File: src/rtl/cache_arbiter_pkg.sv
// Shared types and line geometry for the I/D cache arbiter and its line buffer.
// Holds the arbiter state encoding, the grant side and the line-address alignment helper.
package rv32i_types;

    localparam int BEAT_W        = 64;
    localparam int BURST_N       = 4;
    localparam int LINE_W        = BEAT_W * BURST_N;
    localparam int LINE_OFFSET_W = 5;
    localparam logic [31:0] LINE_ADDR_MASK = 32'hFFFF_FFE0;

    typedef enum logic [2:0] {
        IDLE    = 3'd0,
        I_READ  = 3'd1,
        D_READ  = 3'd2,
        D_WRITE = 3'd3,
        RESP    = 3'd4
    } arb_state_t;

    typedef enum logic {
        GRANT_I = 1'b0,
        GRANT_D = 1'b1
    } grant_t;

    function automatic logic [31:0] line_align(input logic [31:0] addr);
        return addr & LINE_ADDR_MASK;
    endfunction

endpackage

File: src/rtl/cache_arbiter_if.sv
// Bundle of cache-side and physical-memory-side signals around the arbiter.
// slave = arbiter view, master = caches plus memory seen from outside.
interface cache_arbiter_if
    import rv32i_types::*;
#(
    parameter int BEAT_WIDTH = BEAT_W,
    parameter int BURST_LEN  = BURST_N
);
    localparam int LINE_WIDTH = BEAT_WIDTH * BURST_LEN;

    // Handshake: a cache raises read/write with a stable address (and wdata) and
    // holds it until its one-cycle resp, dropping it the cycle after. Memory
    // answers a held pmem_read/pmem_write with one pmem_resp pulse per beat.
    logic                  i_read;
    logic [31:0]           i_address;
    logic [LINE_WIDTH-1:0] i_rdata;
    logic                  i_resp;

    logic                  d_read;
    logic                  d_write;
    logic [31:0]           d_address;
    logic [LINE_WIDTH-1:0] d_wdata;
    logic [LINE_WIDTH-1:0] d_rdata;
    logic                  d_resp;

    logic                  pmem_read;
    logic                  pmem_write;
    logic [31:0]           pmem_address;
    logic [BEAT_WIDTH-1:0] pmem_wdata;
    logic [BEAT_WIDTH-1:0] pmem_rdata;
    logic                  pmem_resp;

    modport slave (
        input  i_read, i_address, d_read, d_write, d_address, d_wdata,
               pmem_rdata, pmem_resp,
        output i_rdata, i_resp, d_rdata, d_resp,
               pmem_read, pmem_write, pmem_address, pmem_wdata
    );

    modport master (
        output i_read, i_address, d_read, d_write, d_address, d_wdata,
               pmem_rdata, pmem_resp,
        input  i_rdata, i_resp, d_rdata, d_resp,
               pmem_read, pmem_write, pmem_address, pmem_wdata
    );

endinterface

File: src/rtl/cache_arbiter_burst_line_buffer.sv
// One cache line held as BURST_LEN beats: full-line load for writebacks,
// per-beat write for read fills, and a beat-select mux for write bursts.
module burst_line_buffer
    import rv32i_types::*;
#(
    parameter int BEAT_WIDTH = BEAT_W,
    parameter int BURST_LEN  = BURST_N,
    parameter int IDX_W      = 2
) (
    input  logic                            clk,
    input  logic                            reset,
    input  logic                            i_load,
    input  logic [BEAT_WIDTH*BURST_LEN-1:0] i_load_line,
    input  logic                            i_beat_we,
    input  logic [IDX_W-1:0]                i_beat_idx,
    input  logic [BEAT_WIDTH-1:0]           i_beat_data,
    output logic [BEAT_WIDTH*BURST_LEN-1:0] o_line,
    output logic [BEAT_WIDTH-1:0]           o_beat
);

    logic [BURST_LEN-1:0][BEAT_WIDTH-1:0] r_line;

    always_ff @(posedge clk) begin
        if (reset) begin
            r_line <= '0;
        end else if (i_load) begin
            r_line <= i_load_line;
        end else if (i_beat_we) begin
            r_line[i_beat_idx] <= i_beat_data;
        end
    end

    assign o_line = r_line;
    assign o_beat = r_line[i_beat_idx];

endmodule

File: src/rtl/cache_arbiter.sv
// Round-robin arbiter between an I-cache and a D-cache sharing one burst-mode
// physical memory port; one line transaction in flight at a time.
module cache_arbiter
    import rv32i_types::*;
#(
    parameter int BEAT_WIDTH = BEAT_W,
    parameter int BURST_LEN  = BURST_N
) (
    input  logic       clk,
    input  logic       reset,
    cache_arbiter_if.slave bus,
    output arb_state_t o_dbg_state
);

    localparam int BEAT_IDX_W = (BURST_LEN > 1) ? $clog2(BURST_LEN) : 1;
    localparam logic [BEAT_IDX_W-1:0] LAST_BEAT = BEAT_IDX_W'(BURST_LEN - 1);

    arb_state_t              r_state;
    arb_state_t              w_next_state;
    grant_t                  r_last_grant;
    logic [31:0]             r_addr;
    logic [BEAT_IDX_W-1:0]   r_beat;

    logic                    w_i_req;
    logic                    w_d_req;
    logic                    w_grant;
    grant_t                  w_grant_side;
    logic                    w_burst;
    logic                    w_beat_done;
    logic                    w_last_beat;
    logic                    w_load;
    logic                    w_beat_we;
    logic [BEAT_WIDTH*BURST_LEN-1:0] w_line;
    logic [BEAT_WIDTH-1:0]   w_beat_rd;

    assign w_i_req     = bus.i_read;
    assign w_d_req     = bus.d_read | bus.d_write;
    assign w_burst     = r_state inside {I_READ, D_READ, D_WRITE};
    assign w_beat_done = w_burst && bus.pmem_resp;
    assign w_last_beat = w_beat_done && (r_beat == LAST_BEAT);
    assign w_load      = w_grant && (w_next_state == D_WRITE);
    assign w_beat_we   = bus.pmem_resp && (r_state == I_READ || r_state == D_READ);

    always_ff @(posedge clk) begin
        if (reset) begin
            r_state <= IDLE;
        end else begin
            r_state <= w_next_state;
        end
    end

    always_comb begin
        w_next_state    = r_state;
        w_grant         = 1'b0;
        w_grant_side    = r_last_grant;
        bus.pmem_read   = 1'b0;
        bus.pmem_write  = 1'b0;
        bus.i_resp      = 1'b0;
        bus.d_resp      = 1'b0;
        case (r_state)
            IDLE: begin
                if (w_i_req || w_d_req) begin
                    w_grant = 1'b1;
                    // On a tie the side that did not win last time goes first.
                    if (w_i_req && w_d_req) begin
                        w_grant_side = (r_last_grant == GRANT_I) ? GRANT_D : GRANT_I;
                    end else begin
                        w_grant_side = w_d_req ? GRANT_D : GRANT_I;
                    end
                    if (w_grant_side == GRANT_I) begin
                        w_next_state = I_READ;
                    end else if (bus.d_write) begin
                        w_next_state = D_WRITE;
                    end else begin
                        w_next_state = D_READ;
                    end
                end
            end
            I_READ, D_READ: begin
                bus.pmem_read = 1'b1;
                if (w_last_beat) begin
                    w_next_state = RESP;
                end
            end
            D_WRITE: begin
                bus.pmem_write = 1'b1;
                if (w_last_beat) begin
                    w_next_state = RESP;
                end
            end
            RESP: begin
                if (r_last_grant == GRANT_I) begin
                    bus.i_resp = 1'b1;
                end else begin
                    bus.d_resp = 1'b1;
                end
                w_next_state = IDLE;
            end
            default: w_next_state = IDLE;
        endcase
    end

    // r_last_grant doubles as the side being served, which selects the RESP pulse.
    always_ff @(posedge clk) begin
        if (reset) begin
            r_last_grant <= GRANT_I;
            r_addr       <= '0;
            r_beat       <= '0;
        end else begin
            if (w_grant) begin
                r_last_grant <= w_grant_side;
                r_addr       <= line_align((w_grant_side == GRANT_I) ? bus.i_address : bus.d_address);
            end
            if (w_beat_done) begin
                r_beat <= w_last_beat ? '0 : r_beat + BEAT_IDX_W'(1);
            end
        end
    end

    burst_line_buffer #(
        .BEAT_WIDTH (BEAT_WIDTH),
        .BURST_LEN  (BURST_LEN),
        .IDX_W      (BEAT_IDX_W)
    ) u_line_buf (
        .clk         (clk),
        .reset       (reset),
        .i_load      (w_load),
        .i_load_line (bus.d_wdata),
        .i_beat_we   (w_beat_we),
        .i_beat_idx  (r_beat),
        .i_beat_data (bus.pmem_rdata),
        .o_line      (w_line),
        .o_beat      (w_beat_rd)
    );

    assign bus.i_rdata      = w_line;
    assign bus.d_rdata      = w_line;
    assign bus.pmem_address = r_addr;
    assign bus.pmem_wdata   = w_beat_rd;
    assign o_dbg_state      = r_state;

endmodule

File: src/flat_wrapper.sv
// flat-port wrapper written by rule: the top's interface ports become plain ports
module cache_arbiter_flat import rv32i_types::*;
#(
    parameter int BEAT_WIDTH = BEAT_W,
    parameter int BURST_LEN  = BURST_N
)
  (clk, reset, o_dbg_state, bus_i_read, bus_i_address, bus_d_read, bus_d_write, bus_d_address, bus_d_wdata, bus_pmem_rdata, bus_pmem_resp, bus_i_rdata, bus_i_resp, bus_d_rdata, bus_d_resp, bus_pmem_read, bus_pmem_write, bus_pmem_address, bus_pmem_wdata);
  cache_arbiter_if #(.BEAT_WIDTH(BEAT_WIDTH), .BURST_LEN(BURST_LEN)) bus_i ();
  input  logic clk;
  input  logic reset;
  output arb_state_t o_dbg_state;
  input wire logic [$bits(bus_i.i_read)-1:0] bus_i_read;
  input wire logic [$bits(bus_i.i_address)-1:0] bus_i_address;
  input wire logic [$bits(bus_i.d_read)-1:0] bus_d_read;
  input wire logic [$bits(bus_i.d_write)-1:0] bus_d_write;
  input wire logic [$bits(bus_i.d_address)-1:0] bus_d_address;
  input wire logic [$bits(bus_i.d_wdata)-1:0] bus_d_wdata;
  input wire logic [$bits(bus_i.pmem_rdata)-1:0] bus_pmem_rdata;
  input wire logic [$bits(bus_i.pmem_resp)-1:0] bus_pmem_resp;
  output wire logic [$bits(bus_i.i_rdata)-1:0] bus_i_rdata;
  output wire logic [$bits(bus_i.i_resp)-1:0] bus_i_resp;
  output wire logic [$bits(bus_i.d_rdata)-1:0] bus_d_rdata;
  output wire logic [$bits(bus_i.d_resp)-1:0] bus_d_resp;
  output wire logic [$bits(bus_i.pmem_read)-1:0] bus_pmem_read;
  output wire logic [$bits(bus_i.pmem_write)-1:0] bus_pmem_write;
  output wire logic [$bits(bus_i.pmem_address)-1:0] bus_pmem_address;
  output wire logic [$bits(bus_i.pmem_wdata)-1:0] bus_pmem_wdata;
  assign bus_i.i_read = bus_i_read;
  assign bus_i.i_address = bus_i_address;
  assign bus_i.d_read = bus_d_read;
  assign bus_i.d_write = bus_d_write;
  assign bus_i.d_address = bus_d_address;
  assign bus_i.d_wdata = bus_d_wdata;
  assign bus_i.pmem_rdata = bus_pmem_rdata;
  assign bus_i.pmem_resp = bus_pmem_resp;
  assign bus_i_rdata = bus_i.i_rdata;
  assign bus_i_resp = bus_i.i_resp;
  assign bus_d_rdata = bus_i.d_rdata;
  assign bus_d_resp = bus_i.d_resp;
  assign bus_pmem_read = bus_i.pmem_read;
  assign bus_pmem_write = bus_i.pmem_write;
  assign bus_pmem_address = bus_i.pmem_address;
  assign bus_pmem_wdata = bus_i.pmem_wdata;
  cache_arbiter #(.BEAT_WIDTH(BEAT_WIDTH), .BURST_LEN(BURST_LEN)) u_core (.clk(clk), .reset(reset), .bus(bus_i), .o_dbg_state(o_dbg_state));
endmodule
File: config.mk
export PLATFORM = sky130hd
export DESIGN_NAME = cache_arbiter_flat
export DESIGN_NICKNAME = d
export VERILOG_FILES = /design/src/rtl/cache_arbiter_pkg.sv /design/src/rtl/cache_arbiter_if.sv /design/src/rtl/cache_arbiter_burst_line_buffer.sv /design/src/rtl/cache_arbiter.sv /design/src/flat_wrapper.sv
export SDC_FILE = /design/constraint.sdc
export NUM_CORES = 1
export LEC_CHECK = 0
export ABC_AREA = 1
export CORE_AREA = 2 2 395 397
export CTS_CLUSTER_DIAMETER = 100
export CTS_CLUSTER_SIZE = 24
export DETAILED_ROUTE_END_ITERATION = 10
export DIE_AREA = 0 0 397 399
export SLEW_MARGIN = 20
export SYNTH_ARGS = -nofsm -noshare
export SYNTH_HDL_FRONTEND = slang
export SYNTH_HIERARCHICAL = 1
export SYNTH_SLANG_ARGS = --single-unit
File: constraint.sdc
create_clock -name clk -period 2.2 [get_ports clk]
set_input_delay 0.44 -clock clk [delete_from_list [all_inputs] [get_ports clk]]
set_output_delay 0.44 -clock clk [all_outputs]
set_load 0.05 [all_outputs]
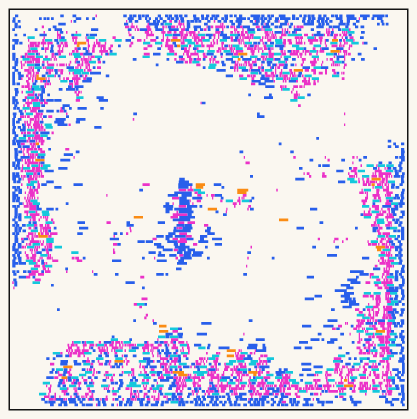
*Cell classes on the final placement*
(1 px per micron)
Orange stands for clock drivers and dummy loads, cells 40. Cyan stands for sequential cells, cells 289. Blue stands for remaining buffers and delay cells, cells 1371. Magenta stands for combinational and other logic, cells 2707.

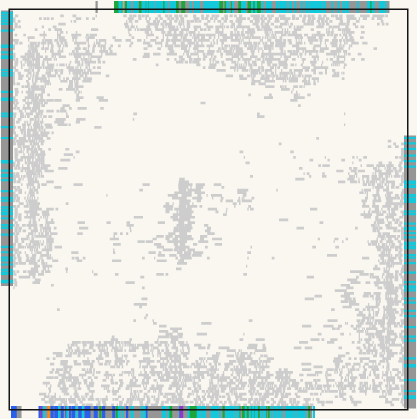
*Pin placement*
(1 px per micron) Pins as bars across the die edge, other pins in grey.
Purple stands for `o_dbg_state`, pins 3, direction output, edge south. Green stands for `bus_pmem_rdata`, pins 64, direction input, edge 35 north, 29 south. Blue stands for `bus_d_address`, pins 32, direction input, edge south. Orange stands for `bus_d_write`, pins 1, direction input, edge south. Cyan stands for `bus_i_rdata`, pins 256, direction output, edge 95 north, 65 south, 48 east, 48 west.
All pins by edge: 307 south, 296 north, 202 west, 200 east.
Die H: 399 microns
PortBufs: 989
die width: 397 microns

==> results.yml <==
# implementation run metrics
run_status:
  status: "complete, but fails checks"
  violations: "setup timing"
critical_path:
  endpoint_kind: "output port"
  crit_type: "reg -> out"
  path_depth: 10
timing:
  hold_slack_ns: 0.438
  drv_slew: 0
  setup_ws_ns: -0.475
  post-route-period-util: 1.22
  finalSetupViolations: 159
routing:
  route.antenna.remaining_nets: 0
  drc: 0
  drt-initial-drc-count: 2567
synthesis:
  ys_cells: 3460
  synth_warnings: 6
  ys_chip_area_sq_um: 19600
power_and_ir_drop:
  power.density_nw_per_um2: 1070
  clockPowerShare: 0.124
  leakagePower_nw: 18.7
  p_int_mw: 17.7
clock_network:
  clock_path_buffers: 3
min_path:
  min_path_cells: 5
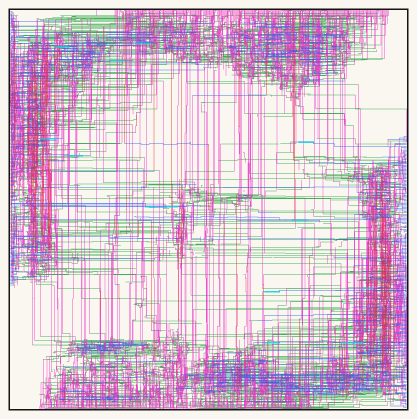
*Wiring by layer*
(1 px per micron)
Blue stands for metal 3, wire length 16600 microns. Green stands for metal 1, wire length 67.6 mm. Red stands for metal 4, wire length 6850 microns. Magenta stands for metal 2, wire length 79.7 mm. Cyan stands for metal 5, wire length 176 microns.
via count: 26600
Wirelength per Cell: 26.5 microns

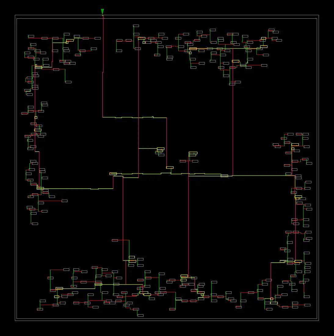
*Clock nets*
Inserted Clock Buffers: 23
flip-flops: 289
clk latency late pin: 0.65 ns
clock tree sinks: 289

-- power groups by stage --
stage	Clock, mW	Combinational (mW)	Sequential (mW)
2_1_floorplan	0	11.1	11.0
3_3_place_gp	0	23.5	8.10
3_5_place_dp	0	23.6	8.11
4_1_cts	5.16	23.7	7.98
5_1_grt	5.28	28.2	8.12
6_report	4.99	27.1	8.06
-- Yosys cell counts --
cell type,n
a22oi_1,48
nand3_2,3
nor2_4,1
clkbuf_1,74
a21oi_1,54
o21ai_4,1
o21a_1,1
inv_1,357
nor2_1,686
nand3_1,250
nand2_2,7
nand2_1,1266
buf_2,106
dfxtp_1,289
ha_1,1
and3_1,1
conb_1,1
buf_6,4
buf_4,282
a211oi_1,1
nor4_1,1
buf_1,4
o21ai_0,1
inv_2,2
nor2_2,1
nor3_1,1
nand4_1,16
o31ai_1,1
-- layout by cell type, fill, tap and decap left out, drive strengths merged --
master,count
nand2,1275
nor2,688
buf,590
clkdlybuf4s50,379
inv,369
dlygate4sd2,324
dfxtp,289
nand3,253
clkbuf,68
a21oi,54
a22oi,48
clkdlybuf4s15,33
nand4,16
diode,10
conb,5
clkinv,3
clkinvlp,2
o21ai,2
bufinv,1
bufbuf,1
nor3,1
o21a,1
o31ai,1
and3,1
nor4,1
a211oi,1
ha,1
-- state kept, by name, summed over array words and instances, names as in the netlist --
name,flops
u_core/r_beat,2
u_core/o_dbg_state,3
u_core/r_last_grant,1
u_core/bus.pmem_address,27
u_core/u_line_buf/o_line,256
-- path summary, 6_finish.rpt --
kind                                from                       endpoint  slack (ns)
max reg2reg        u_core/o_dbg_state[0]   u_core/u_line_buf/o_line[44]       -0.08
max                     u_core/r_beat[1]              bus_pmem_wdata[7]       -0.48
min                     bus_d_wdata[229]  u_core/u_line_buf/o_line[229]        0.44
min reg2reg  u_core/bus.pmem_address[25]    u_core/bus.pmem_address[25]        0.56
-- repair_timing --
item | 4_1_cts | 5_1_grt
setup endpoints to repair | 566 | 227
setup buffers | 42 | 57
hold buffers | 0 | 0
gates cloned | 16 | 61
pin swaps | 24 | 183
gates resized | 560 | 584
-- cell type report --
class	count	area (sq um)
fillers	17000	116000
clock inverters	16	228
well taps	2044	2560
multi-input cells	2348	11700
flip-flops and latches	289	5790
clock buffers	24	579
repair buffers	1371	15200
diodes	10	25.0
inverters	359	1380
-- worst register-to-register path, cell delays in order, from the launching register on --
cell	delay (ns)
dfxtp_2	0.35
nor2_4	0.17
nand2_2	0.10
o21ai_4	0.17
o31ai_4	0.11
a21oi_4	0.16
buf_12	0.17
inv_12	0.06
buf_6	0.12
o21ai_4	0.12
nand2_8	0.22
clkbuf_16	0.29
nor2_2	0.12
nor2_1	0.04
-- layer usage --
layer	up-vias	share of wire	track usage
met3	308	0.097	0.0439
li1	12000	-	-
met1	12600	0.40	0.233
met4	26	0.040	0.0562
met2	1688	0.47	0.295
met5	-	0.0010	0
-- cells by family (layout without fill, tap and decap cells) --
kind of cell	Yosys count	in the layout	synth area share
adder cells (fa/ha/maj)	1	1	0.000638
AND/OR/NAND/NOR	2233	2235	0.448
AND-OR/OR-AND	107	107	0.0344
other	1	15	0.000191
flip-flops	289	289	0.295
buffers and inverters	829	1770	0.221
No activity file was given, so power comes from the tool's default toggle rates.
